==> config.mk <==
export PLATFORM = sky130hd
export DESIGN_NAME = i2s_dac_tx_flat
export DESIGN_NICKNAME = d
export VERILOG_FILES = /design/src/rtl/audio_pkg.sv /design/src/rtl/i2s_dac_tx_if.sv /design/src/rtl/i2s_clk_gen.sv /design/src/rtl/i2s_dac_tx.sv /design/src/flat_wrapper.sv
export SDC_FILE = /design/constraint.sdc
export NUM_CORES = 1
export LEC_CHECK = 0
export CELL_PAD_IN_SITES_DETAIL_PLACEMENT = 1
export CELL_PAD_IN_SITES_GLOBAL_PLACEMENT = 2
export CORE_MARGIN = 1
export CORE_UTILIZATION = 38
export CTS_CLUSTER_SIZE = 14
export DETAILED_ROUTE_END_ITERATION = 10
export PLACE_DENSITY_LB_ADDON = 0.2
export SLEW_MARGIN = 40
export SYNTH_ARGS = -nofsm -noshare
export SYNTH_HDL_FRONTEND = slang
export SYNTH_SLANG_ARGS = --single-unit
==> constraint.sdc <==
create_clock -name Clk -period 4.5 [get_ports Clk]
set_clock_uncertainty 0.1 [all_clocks]
set_input_delay 0.675 -clock Clk [delete_from_list [all_inputs] [get_ports Clk]]
set_output_delay 0.675 -clock Clk [all_outputs]
set_load 0.03 [all_outputs]
==> src/rtl/audio_pkg.sv <==
// Shared audio types for the voice/mixer/DAC path.
// Contents:
//   SAMPLE_W  - width of one PCM sample (16)
//   sample_t  - signed two's-complement PCM sample
package audio_pkg;

    localparam int SAMPLE_W = 16;

    typedef logic signed [SAMPLE_W-1:0] sample_t;

endpackage

==> src/rtl/i2s_dac_tx_if.sv <==
// Sample hand-off between the mixer output and the I2S DAC transmitter.
// Signals:
//   sample_l, sample_r - stereo pair offered by the producer
//   sample_valid       - producer has a pair on sample_l/sample_r
//   sample_ready       - transmitter holding buffer is empty
// Modports:
//   master - producer side (mixer / testbench)
//   slave  - consumer side (i2s_dac_tx)
import audio_pkg::*;

interface i2s_dac_tx_if;

    sample_t sample_l;
    sample_t sample_r;
    logic    sample_valid;
    logic    sample_ready;

    modport master (
        output sample_l,
        output sample_r,
        output sample_valid,
        input  sample_ready
    );

    modport slave (
        input  sample_l,
        input  sample_r,
        input  sample_valid,
        output sample_ready
    );

endinterface

==> src/rtl/i2s_clk_gen.sv <==
// I2S bus-master timing: BCLK divider, slot bit counter and word select.
// Ports:
//   Clk, Reset   - system clock, synchronous active-low reset
//   AUD_BCLK     - bit clock, Clk/(2*BCLK_DIV)
//   AUD_DACLRCK  - word select, 0 = left slot, 1 = right slot
//   fall         - high in the cycle whose Clk edge drives BCLK 1->0
//   frame_start  - fall event on which bit_cnt wraps to 0
//   bit_cnt      - current bit position within the frame (pre-update value)
import audio_pkg::*;

module i2s_clk_gen #(
    parameter  int BCLK_DIV = 2,
    parameter  int CH_BITS  = 32,
    localparam int BIT_W    = $clog2(2 * CH_BITS)
) (
    input  logic             Clk,
    input  logic             Reset,
    output logic             AUD_BCLK,
    output logic             AUD_DACLRCK,
    output logic             fall,
    output logic             frame_start,
    output logic [BIT_W-1:0] bit_cnt
);

    localparam int DIV_W = (BCLK_DIV > 1) ? $clog2(BCLK_DIV) : 1;
    localparam logic [DIV_W-1:0] DIV_LAST = DIV_W'(BCLK_DIV - 1);
    localparam logic [BIT_W-1:0] BIT_LAST = BIT_W'(2 * CH_BITS - 1);
    localparam logic [BIT_W-1:0] CH_START = BIT_W'(CH_BITS);

    logic [DIV_W-1:0] div_cnt_r;
    logic             bclk_r;
    logic             lrck_r;
    logic [BIT_W-1:0] bit_cnt_r;
    logic             terminal_s;
    logic             fall_s;
    logic [BIT_W-1:0] bit_nxt_s;

    // Divider terminal count, fall detection and next bit position.
    always_comb begin
        terminal_s = (div_cnt_r == DIV_LAST);
        fall_s     = terminal_s && bclk_r;
        if (bit_cnt_r == BIT_LAST) begin
            bit_nxt_s = {BIT_W{1'b0}};
        end else begin
            bit_nxt_s = bit_cnt_r + BIT_W'(1);
        end
    end

    // Divider, BCLK toggle, and bit counter / word select advanced on falls.
    always_ff @(posedge Clk) begin
        if (!Reset) begin
            div_cnt_r <= {DIV_W{1'b0}};
            bclk_r    <= 1'b0;
            lrck_r    <= 1'b0;
            bit_cnt_r <= BIT_LAST;
        end else if (terminal_s) begin
            div_cnt_r <= {DIV_W{1'b0}};
            bclk_r    <= ~bclk_r;
            if (bclk_r) begin
                bit_cnt_r <= bit_nxt_s;
                lrck_r    <= (bit_nxt_s >= CH_START);
            end else begin
                bit_cnt_r <= bit_cnt_r;
                lrck_r    <= lrck_r;
            end
        end else begin
            div_cnt_r <= div_cnt_r + DIV_W'(1);
        end
    end

    assign AUD_BCLK    = bclk_r;
    assign AUD_DACLRCK = lrck_r;
    assign fall        = fall_s;
    assign frame_start = fall_s && (bit_cnt_r == BIT_LAST);
    assign bit_cnt     = bit_cnt_r;

endmodule

==> src/rtl/i2s_dac_tx.sv <==
// Stereo 16-bit Philips I2S DAC transmitter (bus master).
// A one-entry holding buffer accepts sample pairs; each frame start loads the
// held pair into the left/right shift registers, or repeats the previously
// transmitted pair (and pulses underrun) when the buffer is empty.
// Ports:
//   Clk, Reset    - system clock, synchronous active-low reset
//   sample_if     - slave side of the sample valid/ready hand-off
//   AUD_BCLK      - bit clock to the codec
//   AUD_DACLRCK   - word select, 0 = left, 1 = right
//   AUD_DACDAT    - serial data, MSB first, one BCLK after LRCK changes
//   frame_pulse   - one-cycle pulse per frame start
//   underrun      - one-cycle pulse when a frame starts with an empty buffer
//   underrun_cnt  - saturating underrun count (only with
//                   I2S_DAC_TX_UNDERRUN_CNT_EN defined)
import audio_pkg::*;

module i2s_dac_tx #(
    parameter int BCLK_DIV = 2,
    parameter int CH_BITS  = 32
) (
    input  logic              Clk,
    input  logic              Reset,
    i2s_dac_tx_if.slave       sample_if,
    output logic              AUD_BCLK,
    output logic              AUD_DACLRCK,
    output logic              AUD_DACDAT,
    output logic              frame_pulse,
`ifdef I2S_DAC_TX_UNDERRUN_CNT_EN
    output logic              underrun,
    output logic [15:0]       underrun_cnt
`else
    output logic              underrun
`endif
);

    localparam int BIT_W = $clog2(2 * CH_BITS);
    localparam logic [BIT_W-1:0] LEFT_END  = BIT_W'(SAMPLE_W);
    localparam logic [BIT_W-1:0] RIGHT_BEG = BIT_W'(CH_BITS);
    localparam logic [BIT_W-1:0] RIGHT_END = BIT_W'(CH_BITS + SAMPLE_W);

    logic                fall_s;
    logic                frame_start_s;
    logic [BIT_W-1:0]    bit_cnt_s;
    logic                accept_s;
    logic                full_s;
    logic                left_win_s;
    logic                right_win_s;

    logic                ready_r;
    sample_t             hold_l_r;
    sample_t             hold_r_r;
    sample_t             last_l_r;
    sample_t             last_r_r;
    logic [SAMPLE_W-1:0] shift_l_r;
    logic [SAMPLE_W-1:0] shift_r_r;
    logic                dat_r;
    logic                frame_pulse_r;
    logic                underrun_r;

    i2s_clk_gen #(
        .BCLK_DIV (BCLK_DIV),
        .CH_BITS  (CH_BITS)
    ) u_clk_gen (
        .Clk         (Clk),
        .Reset       (Reset),
        .AUD_BCLK    (AUD_BCLK),
        .AUD_DACLRCK (AUD_DACLRCK),
        .fall        (fall_s),
        .frame_start (frame_start_s),
        .bit_cnt     (bit_cnt_s)
    );

    // Handshake and slot windows. bit_cnt is the value before the fall, so
    // new positions 1..16 correspond to current positions 0..15.
    always_comb begin
        full_s      = ~ready_r;
        accept_s    = sample_if.sample_valid && ready_r;
        left_win_s  = (bit_cnt_s < LEFT_END);
        right_win_s = (bit_cnt_s >= RIGHT_BEG) && (bit_cnt_s < RIGHT_END);
    end

    // Holding buffer: frame start drains it, otherwise an accept fills it.
    // An accept coinciding with an empty frame start is kept for the next frame.
    always_ff @(posedge Clk) begin
        if (!Reset) begin
            ready_r  <= 1'b1;
            hold_l_r <= sample_t'(16'sh0000);
            hold_r_r <= sample_t'(16'sh0000);
        end else if (frame_start_s && full_s) begin
            ready_r  <= 1'b1;
        end else if (accept_s) begin
            ready_r  <= 1'b0;
            hold_l_r <= sample_if.sample_l;
            hold_r_r <= sample_if.sample_r;
        end else begin
            ready_r  <= ready_r;
        end
    end

    // Frame load / repeat, serial shift-out and status pulses.
    always_ff @(posedge Clk) begin
        if (!Reset) begin
            last_l_r      <= sample_t'(16'sh0000);
            last_r_r      <= sample_t'(16'sh0000);
            shift_l_r     <= 16'h0000;
            shift_r_r     <= 16'h0000;
            dat_r         <= 1'b0;
            frame_pulse_r <= 1'b0;
            underrun_r    <= 1'b0;
        end else begin
            frame_pulse_r <= frame_start_s;
            underrun_r    <= frame_start_s && !full_s;
            if (frame_start_s) begin
                dat_r <= 1'b0;
                if (full_s) begin
                    shift_l_r <= hold_l_r;
                    shift_r_r <= hold_r_r;
                    last_l_r  <= hold_l_r;
                    last_r_r  <= hold_r_r;
                end else begin
                    shift_l_r <= last_l_r;
                    shift_r_r <= last_r_r;
                end
            end else if (fall_s) begin
                if (left_win_s) begin
                    dat_r     <= shift_l_r[SAMPLE_W-1];
                    shift_l_r <= {shift_l_r[SAMPLE_W-2:0], 1'b0};
                end else if (right_win_s) begin
                    dat_r     <= shift_r_r[SAMPLE_W-1];
                    shift_r_r <= {shift_r_r[SAMPLE_W-2:0], 1'b0};
                end else begin
                    dat_r     <= 1'b0;
                end
            end else begin
                dat_r <= dat_r;
            end
        end
    end

`ifdef I2S_DAC_TX_UNDERRUN_CNT_EN
    logic [15:0] underrun_cnt_r;

    // Saturating count of frames started with an empty buffer.
    always_ff @(posedge Clk) begin
        if (!Reset) begin
            underrun_cnt_r <= 16'h0000;
        end else if (frame_start_s && !full_s && (underrun_cnt_r != 16'hFFFF)) begin
            underrun_cnt_r <= underrun_cnt_r + 16'h0001;
        end else begin
            underrun_cnt_r <= underrun_cnt_r;
        end
    end

    assign underrun_cnt = underrun_cnt_r;
`endif

    assign sample_if.sample_ready = ready_r;
    assign AUD_DACDAT             = dat_r;
    assign frame_pulse            = frame_pulse_r;
    assign underrun               = underrun_r;

endmodule
==> src/flat_wrapper.sv <==
// flat-port wrapper written by rule: the top's interface ports become plain ports
module i2s_dac_tx_flat 
#(
    parameter int BCLK_DIV = 2,
    parameter int CH_BITS  = 32
)
  (Clk, Reset, AUD_BCLK, AUD_DACLRCK, AUD_DACDAT, frame_pulse, underrun, sample_if_sample_l, sample_if_sample_r, sample_if_sample_valid, sample_if_sample_ready);
  i2s_dac_tx_if sample_if_i ();
  input  logic Clk;
  input  logic Reset;
  output logic AUD_BCLK;
  output logic AUD_DACLRCK;
  output logic AUD_DACDAT;
  output logic frame_pulse;
  output logic underrun;
  input wire logic [$bits(sample_if_i.sample_l)-1:0] sample_if_sample_l;
  input wire logic [$bits(sample_if_i.sample_r)-1:0] sample_if_sample_r;
  input wire logic [$bits(sample_if_i.sample_valid)-1:0] sample_if_sample_valid;
  output wire logic [$bits(sample_if_i.sample_ready)-1:0] sample_if_sample_ready;
  assign sample_if_i.sample_l = sample_if_sample_l;
  assign sample_if_i.sample_r = sample_if_sample_r;
  assign sample_if_i.sample_valid = sample_if_sample_valid;
  assign sample_if_sample_ready = sample_if_i.sample_ready;
  i2s_dac_tx #(.BCLK_DIV(BCLK_DIV), .CH_BITS(CH_BITS)) u_core (.Clk(Clk), .Reset(Reset), .sample_if(sample_if_i), .AUD_BCLK(AUD_BCLK), .AUD_DACLRCK(AUD_DACLRCK), .AUD_DACDAT(AUD_DACDAT), .frame_pulse(frame_pulse), .underrun(underrun));
endmodule
==> run_1/io_fan.png <==
Scale bar: 20 um.
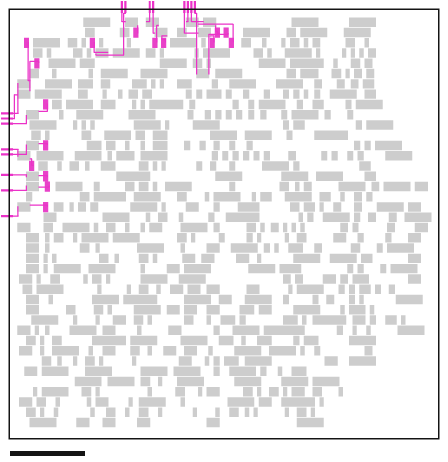
legend:
  magenta:
    port: sample_if_sample_r
    bits: 16
    direction: input
    edge: 8 west, 8 north
    end_cells: 16
    buffers: 16
    wire: 212 um

==> run_1/power_grid.png <==
Pins as bars on the die edge. Tap cells in gray.
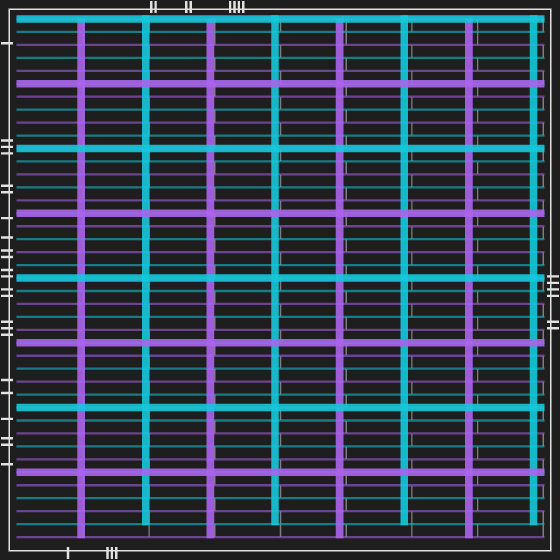
legend:
  cyan:
    net: VDD
  purple:
    net: VSS
met1 rails: 41
met4 straps: 8

==> run_1/wires.png <==
Two of the layers only.
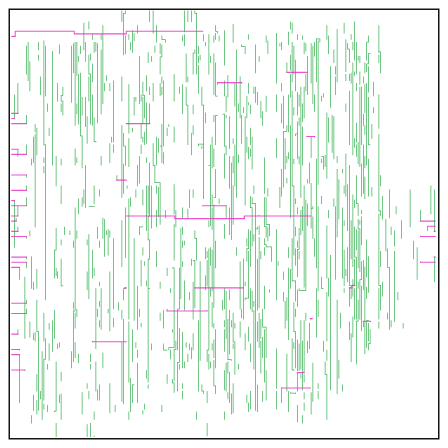
legend:
  magenta:
    layer: metal 3
    wire_length: 252 um
  green:
    layer: metal 2
    wire_length: 5,160 um

==> impl_metrics.tcl, run 1 <==
# implementation run metrics
set metrics [dict create \
    setup_viol 0 \
    fa_ha_area_frac 0.00265 \
    power_leader "sequential cells" \
    numCtsBuffers 9 \
    syn_inst 551 \
    cts_tree "built" \
    synth_top_cell_by_area "dfxtp_1" \
    powerDensity_nw_per_um2 386 \
    synth_area_um2 4720 \
    flop_area_um2 2190 \
    finalSetupTns_ns 0 \
    combPwrFrac 0.123 \
    yosys-top-cells-area "dfxtp_1 (46%), nand2_1 (11%), a21boi_0 (5.6%), a21boi_1 (4.8%), a21oi_1 (4.2%)" \
    p_clk_mw 0.793 \
    crit_cells 5 \
    top_cell_area_share 0.463 \
    fp_nets 587 \
    worst_pin_slew_ns 0.725 \
    fillers 1407 \
    multi_input_comb_cells 393 \
    aoi_share 0.260 \
    synthMostInstantiatedCell "nand2_1" \
    yosys-stat-cells 551 \
    num_tap_cells 168 \
    required_ns 4.64 \
    initial_core_util 0.391 \
    period_used_share 0.643 \
    reg2reg_from "u_core.u_clk_gen.bit_cnt[4]" \
    cp_num_buf_inv 1 \
    critPathMaxStageDelay_ns 0.79 \
    clockBufferDepth 2 \
    met1_length_um 6170 \
    ctsHtreeMaxLevel 3 \
    yosysChipArea_um2 4720 \
    synth.distinct_cells 45 \
    outcome "complete, no violations" \
    async_flop_share 0 \
    critPathKind "reg2reg" \
    met3_usage 0.0319 \
    powerSeq_mw 1.05 \
    reg2reg_to "u_core.last_r_r[3]" \
    coreArea_um2 12100 \
]
--- run 2 (diff from run 1) ---
CORE_UTILIZATION = 35   (was 38)
clock period = 2.7 ns   (was 4.5 ns; I/O delays follow)
==> run_2/io_fan.png <==
Scale bar: 20 um.
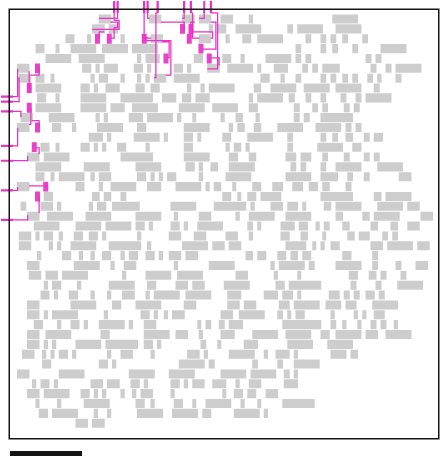
legend:
  magenta:
    port: sample_if_sample_r
    bits: 16
    direction: input
    edge: 9 north, 7 west
    end_cells: 16
    buffers: 16
    wire: 237 um

==> run 2 against run 1 <==
Against the previous run: setup slack got worse by 1.2 ns; highest routed layer unchanged; critical endpoint is now u_core.shift_l_r[1]; final cell count grew 3.3%; sequential share of layout area fell by 1.0 points.
==> impl_metrics.tcl, run 2 <==
# implementation run metrics
set metrics [dict create \
    aoi_share 0.260 \
    numCtsBuffers 9 \
    fillers 1538 \
    fp_nets 587 \
    powerDensity_nw_per_um2 638 \
    ctsHtreeMaxLevel 3 \
    synthMostInstantiatedCell "nand2_1" \
    reg2reg_to "u_core.shift_l_r[1]" \
    flops 109 \
    sh_comb_area 0.416 \
    synth_area_um2 4720 \
    synthTopCellsByCount "nand2_1 (142), dfxtp_1 (109), a21oi_1 (40)" \
    powerSeq_mw 1.73 \
    initial_core_util 0.358 \
    async_flop_share 0 \
    critPathKind "reg2reg" \
    worst_pin_slew_ns 0.623 \
    critPathMaxStageDelay_ns 0.50 \
    combPwrFrac 0.135 \
    drt_wl_total_um 12300 \
    synth.distinct_cells 45 \
    cts_tree "built" \
    p_clk_mw 1.35 \
    flop_area_um2 2180 \
    cp_num_buf_inv 0 \
    multi_input_comb_cells 393 \
    finalSetupTns_ns 0 \
    drt_iter0_drc 176 \
    holdPathStages 2 \
    syn_inst 551 \
    setup_viol 0 \
    grt_pass1_vias 4045 \
    top_cell_area_share 0.463 \
    period_used_share 0.837 \
    yosys-stat-cells 551 \
    reg2reg_from "u_core.u_clk_gen.bit_cnt[0]" \
    outcome "complete, no violations" \
    met1_length_um 6520 \
    synth_top_cell_by_area "dfxtp_1" \
    ys_sh_simple 0.175 \
    cp_cell_sequence "ha_1 > and4_1 > nand2_2 > a21oi_4 > o221a_2" \
    coreArea_um2 13200 \
    required_ns 2.89 \
    yosysChipArea_um2 4720 \
    clockBufferDepth 2 \
    fa_ha_area_frac 0.00265 \
    placed_area_um2 5280 \
]
==> run_2/congestion.png <==
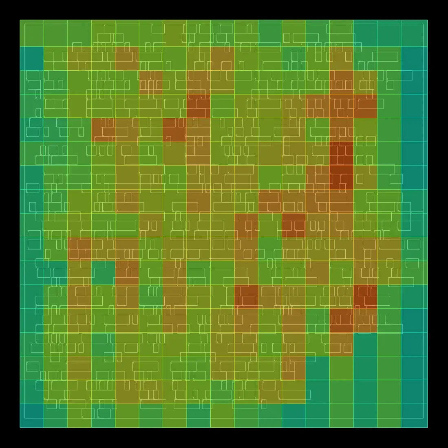
GRT Total Usage: 0.186
Routed WL per cell: 16.3 um
met1 usage: 0.265
GR peak layer: met2
global routing met3 resource utilization: 0.0266

